### Supply network

The bar under the picture is 20 microns long. Pins as bars on the die edge.
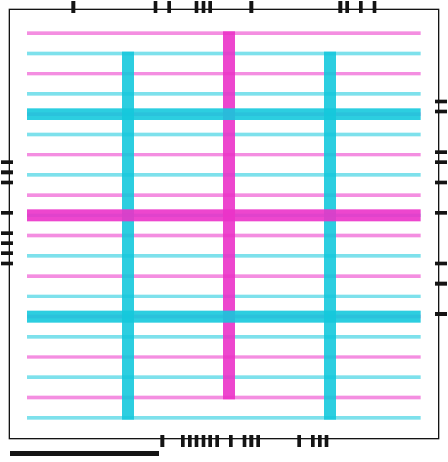
### Placed cells, one colour a class

The bar under the picture is 20 microns long.
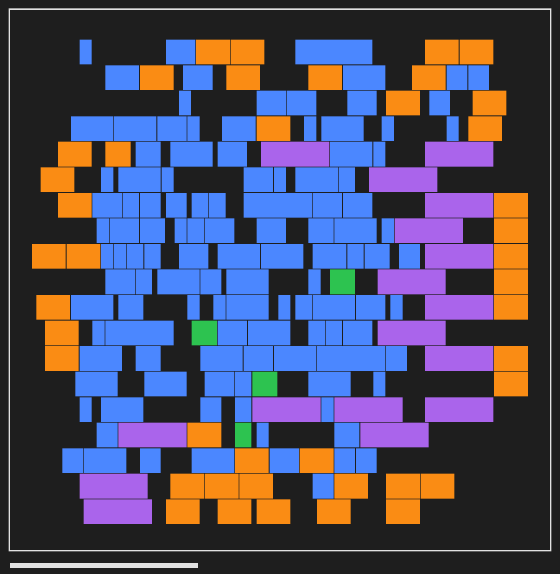
### Clock network drawn from the DEF

The bar under the picture is 20 microns long.
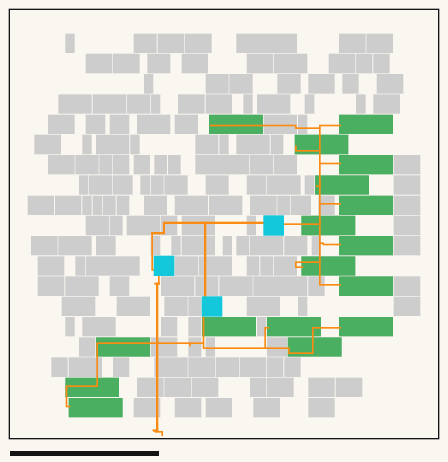
### Routing congestion map

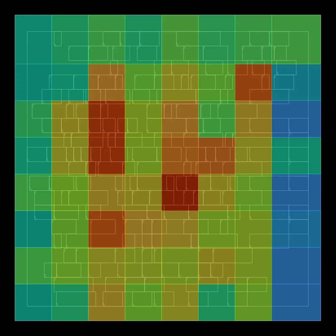
==> config.mk <==
export PLATFORM = sky130hd
export DESIGN_NAME = star_bar_addr_gen
export DESIGN_NICKNAME = d
export VERILOG_FILES = /design/src/rtl/star_bar_addr_gen.sv
export SDC_FILE = /design/constraint.sdc
export NUM_CORES = 1
export LEC_CHECK = 0
export CAP_MARGIN = 20
export CORE_MARGIN = 2
export CORE_UTILIZATION = 45
export DETAILED_ROUTE_END_ITERATION = 6
export PLACE_DENSITY_LB_ADDON = 0.25
export SETUP_SLACK_MARGIN = 0.15
export SKIP_CTS_REPAIR_TIMING = 1
export SYNTH_ARGS = -nofsm -noshare
export SYNTH_HDL_FRONTEND = slang
export SYNTH_SLANG_ARGS = --single-unit
==> constraint.sdc <==
create_clock -name Clk -period 4.2 [get_ports Clk]
set_input_delay 0.63 -clock Clk [delete_from_list [all_inputs] [get_ports Clk]]
set_output_delay 0.63 -clock Clk [all_outputs]
set_load 0.02 [all_outputs]
==> impl_metrics.xml <==
<?xml version="1.0" encoding="UTF-8"?>
<metrics>
  <group name="synthesis">
    <metric name="synth_area_per_cell" unit="sq um">9.62</metric>
    <metric name="yosysCellCount" unit="">134</metric>
    <metric name="ys_sh_adder" unit="">0.270</metric>
    <metric name="yosysWarnings" unit="">0</metric>
    <metric name="synth-area-yosys" unit="sq um">1290</metric>
    <metric name="synth_sequential_area_ratio" unit="">0.264</metric>
    <metric name="area_fraction_in_compound_gates_after_synthesis" unit="">0.127</metric>
    <metric name="synthSimpleGateAreaFrac" unit="">0.157</metric>
    <metric name="post_synth_instance_area" unit="sq um">1290</metric>
    <metric name="synth.mux.area_fraction" unit="">0</metric>
    <metric name="ys.flop_type" unit="">sky130_fd_sc_hd__dfxtp_1</metric>
    <metric name="asyncSetResetFlopFracSynth" unit="">0</metric>
    <metric name="syn_inst" unit="">134</metric>
  </group>
  <group name="floorplan">
    <metric name="number_of_ports_placed_on_the_die_boundary" unit="">43</metric>
    <metric name="die_w" unit="microns">57.5</metric>
    <metric name="fp-utilization" unit="">0.471</metric>
    <metric name="die_h" unit="microns">57.5</metric>
    <metric name="floorplan.tapcells" unit="">31</metric>
    <metric name="floorplan.die_area" unit="sq um">3310</metric>
  </group>
  <group name="global_routing">
    <metric name="via_count_of_the_first_global_routing_pass" unit="">1128</metric>
    <metric name="grt_usage" unit="">0.183</metric>
    <metric name="grt_max_degree" unit="">11</metric>
    <metric name="grt_overflow_total" unit="">0</metric>
  </group>
  <group name="sta">
    <metric name="timing.final.setup_violations" unit="">0</metric>
    <metric name="final_hold_viol_count" unit="">0</metric>
    <metric name="timing.setup.tns" unit="ps">0</metric>
    <metric name="period_minus_slack" unit="ps">3790</metric>
    <metric name="timing.final.ws_setup" unit="ps">408</metric>
    <metric name="timing.fmax" unit="GHz">0.264</metric>
    <metric name="drv_slew" unit="">0</metric>
    <metric name="final_min_period_over_clock_period" unit="">0.903</metric>
    <metric name="rsz0062_at_grt" unit="">no</metric>
  </group>
  <group name="critical_path">
    <metric name="timing.critical_path.required" unit="ps">4380</metric>
    <metric name="path_cells" unit="">clkdlybuf4s50_1, inv_1, ha_1, xor2_1, xnor2_1, fa_1, ha_1, o21ai_0, o21bai_1, a21oi_2, xnor3_1, xnor2_1, nor2_1</metric>
    <metric name="r2r_cells" unit="">11</metric>
    <metric name="worst_setup_path_end_kind" unit="">flop</metric>
    <metric name="path_class" unit="">input port to flop</metric>
    <metric name="cp_slowest_cell" unit="">sky130_fd_sc_hd__clkdlybuf4s50_1</metric>
    <metric name="worst_ep_arrival_time" unit="ps">3970</metric>
    <metric name="ff2ff_setup_slack" unit="ps">1680</metric>
    <metric name="max_stage_delay" unit="ps">570</metric>
    <metric name="critical_path_peak_fanout" unit="">5</metric>
  </group>
  <group name="clock_tree">
    <metric name="numCtsBuffers" unit="">3</metric>
    <metric name="cts_root_buffer" unit="">sky130_fd_sc_hd__clkbuf_4</metric>
    <metric name="clock-sinks" unit="">17</metric>
    <metric name="maximum_level_of_the_cts_h_tree" unit="">1</metric>
  </group>
  <group name="route">
    <metric name="wl_per_cell" unit="microns">13.4</metric>
    <metric name="postRouteAntennaNets" unit="">0</metric>
    <metric name="drc_errors" unit="">0</metric>
    <metric name="detailedRoute.firstIterationViolations" unit="">13</metric>
    <metric name="detail_route.vias_per_cell" unit="">5.12</metric>
    <metric name="drt-total-wl" unit="microns">2810</metric>
    <metric name="drt_first_pass_iters" unit="">4</metric>
    <metric name="vias_after_detailed_routing" unit="">1075</metric>
  </group>
  <group name="final_layout">
    <metric name="signal_buffer_area_fraction" unit="">0.237</metric>
    <metric name="antennaDiodeCount" unit="">0</metric>
    <metric name="area_share_clock_buf_inv" unit="">0.0156</metric>
    <metric name="area.combinational" unit="sq um">907</metric>
    <metric name="post_route_cells_drive_above_1_share" unit="">0.0615</metric>
    <metric name="dominant_cells" unit="">combinational gates</metric>
    <metric name="seq_cells" unit="">17</metric>
    <metric name="n_fill_cell" unit="">228</metric>
    <metric name="design.final.nets" unit="">232</metric>
    <metric name="layout_top_cells" unit="">41 x sky130_fd_sc_hd__clkdlybuf4s50_1, 23 x sky130_fd_sc_hd__ha_1, 17 x sky130_fd_sc_hd__dfxtp_1</metric>
    <metric name="layout.non_clock_inverters" unit="">9</metric>
    <metric name="clock_buffer_count" unit="">3</metric>
    <metric name="sh_comb_area" unit="">0.514</metric>
    <metric name="flop_area" unit="sq um">340</metric>
    <metric name="final.signal_buffer_count" unit="">42</metric>
  </group>
  <group name="placement">
    <metric name="area_after_detailed_placement" unit="sq um">1740</metric>
    <metric name="pre_cts_slack" unit="ps">119</metric>
    <metric name="detailedPlacementHpwl" unit="microns">2380</metric>
    <metric name="io_buffer_count" unit="">41</metric>
    <metric name="gp_congestion" unit="">0.860</metric>
  </group>
  <group name="job">
    <metric name="max_cap_violations" unit="">0</metric>
  </group>
  <group name="pwr">
    <metric name="power_density" unit="nW/um^2">292</metric>
    <metric name="power.static_leakage" unit="nW">0.786</metric>
  </group>
  <group name="status">
    <metric name="run_status" unit="">complete, no violations</metric>
  </group>
  <group name="min_path">
    <metric name="hold-path-cell-count" unit="">1</metric>
  </group>
</metrics>
Notes on 'Supply network' above:
VSS: drawn in cyan. VDD: drawn in magenta.
3 straps on met5. 20 met1 rails follow the rows. 3 straps on met4. The core has 19 rows.
core box area: 2730 sq um
peak ir drop on the vdd network: 0.189 mV

Notes on 'Placed cells, one colour a class' above:
clock drivers and dummy loads: drawn in green, cells 4, share of their area 1.6%. other buffers and delay cells: drawn in orange, cells 42, share of their area 24%. all other logic: drawn in blue, cells 116, share of their area 54%. flip-flops: drawn in purple, cells 17, share of their area 20%.
Seq area share: 0.193
final std cell area, no fill: 1770 sq um
share of the core filled with cells in the final layout: 0.646
standard-cell row count: 19

Notes on 'Clock network drawn from the DEF' above:
flip-flops: drawn in green, count 17. cells driving clock nets: drawn in cyan, count 3. clock wires: drawn in orange, length 184 microns.
There are 4 routed clock nets.
clock latency at the later pin of the worst-skew pair: 290 ps
clock group share of total power: 0.166
worst-case clock skew: 0.430 ps
clock network power: 0.0000855 W

Notes on 'Routing congestion map' above:
met2 Usage GRT: 0.339
met1 layer usage reported by global route: 0.217

metal layers:
layer | vias up | track usage | share of wire
met1 | 482 | 0.217 | 0.43
met4 | 0 | 0.0598 | 0.017
met5 | - | 0 | 0
met3 | 6 | 0.0204 | 0.035
li1 | 548 | - | -
met2 | 39 | 0.339 | 0.51
Yosys cell counts, drive strengths merged, types with 2 or more instances:
library cell  number  share of area
a21oi              9          0.038
nand2b             4          0.019
nand2              5          0.015
o211ai             2          0.016
o21ai              3          0.012
fa                 3          0.047
dfxtp             17           0.26
and2               7          0.034
xor2               9          0.061
a21o               2          0.012
inv                9          0.026
ha                23           0.22
xnor2             10          0.068
nor3               3          0.016
o22ai              2         0.0097
nor2              10          0.029
a211oi             3          0.021
o21bai             2          0.012
where the power goes:
part | internal, W | switching (W) | total, W
Clock | 0.0000354 | 0.0000501 | 0.0000855
Combinational | 0.000133 | 0.000132 | 0.000265
Sequential | 0.000163 | 0.00000230 | 0.000165
through the flow:
| step | cells | hold slack [ps] | power [W] | utilization |
|---|---|---|---|---|
| floorplan | 134 | 414 | 0.000357 | - |
| finish | 210 | 461 | 0.000516 | 0.646 |
| detailed placement | 206 | 453 | 0.000429 | 0.636 |
| CTS | 210 | 468 | 0.000518 | 0.646 |
| global route | 210 | 472 | 0.000558 | 0.646 |
| global placement | 206 | 424 | 0.000415 | 0.636 |
logic make-up (layout without fill, tap and decap cells):
group | after synthesis | count (layout)
compound gates | 24 | 24
xor+xnor | 20 | 20
fa+ha+maj | 26 | 26
buf+inv | 10 | 55
flops | 17 | 17
other cells | 1 | 1
simple gates | 36 | 36
worst max-delay path: cells and delay by family:
kind            cells  cell delay, ps
fa+ha+maj           3            1170
xor+xnor            4             910
buf+inv             2             690
compound gates      3             530
simple gates        1              50
Power figures rest on the tool's default switching activity, not on a simulated workload.
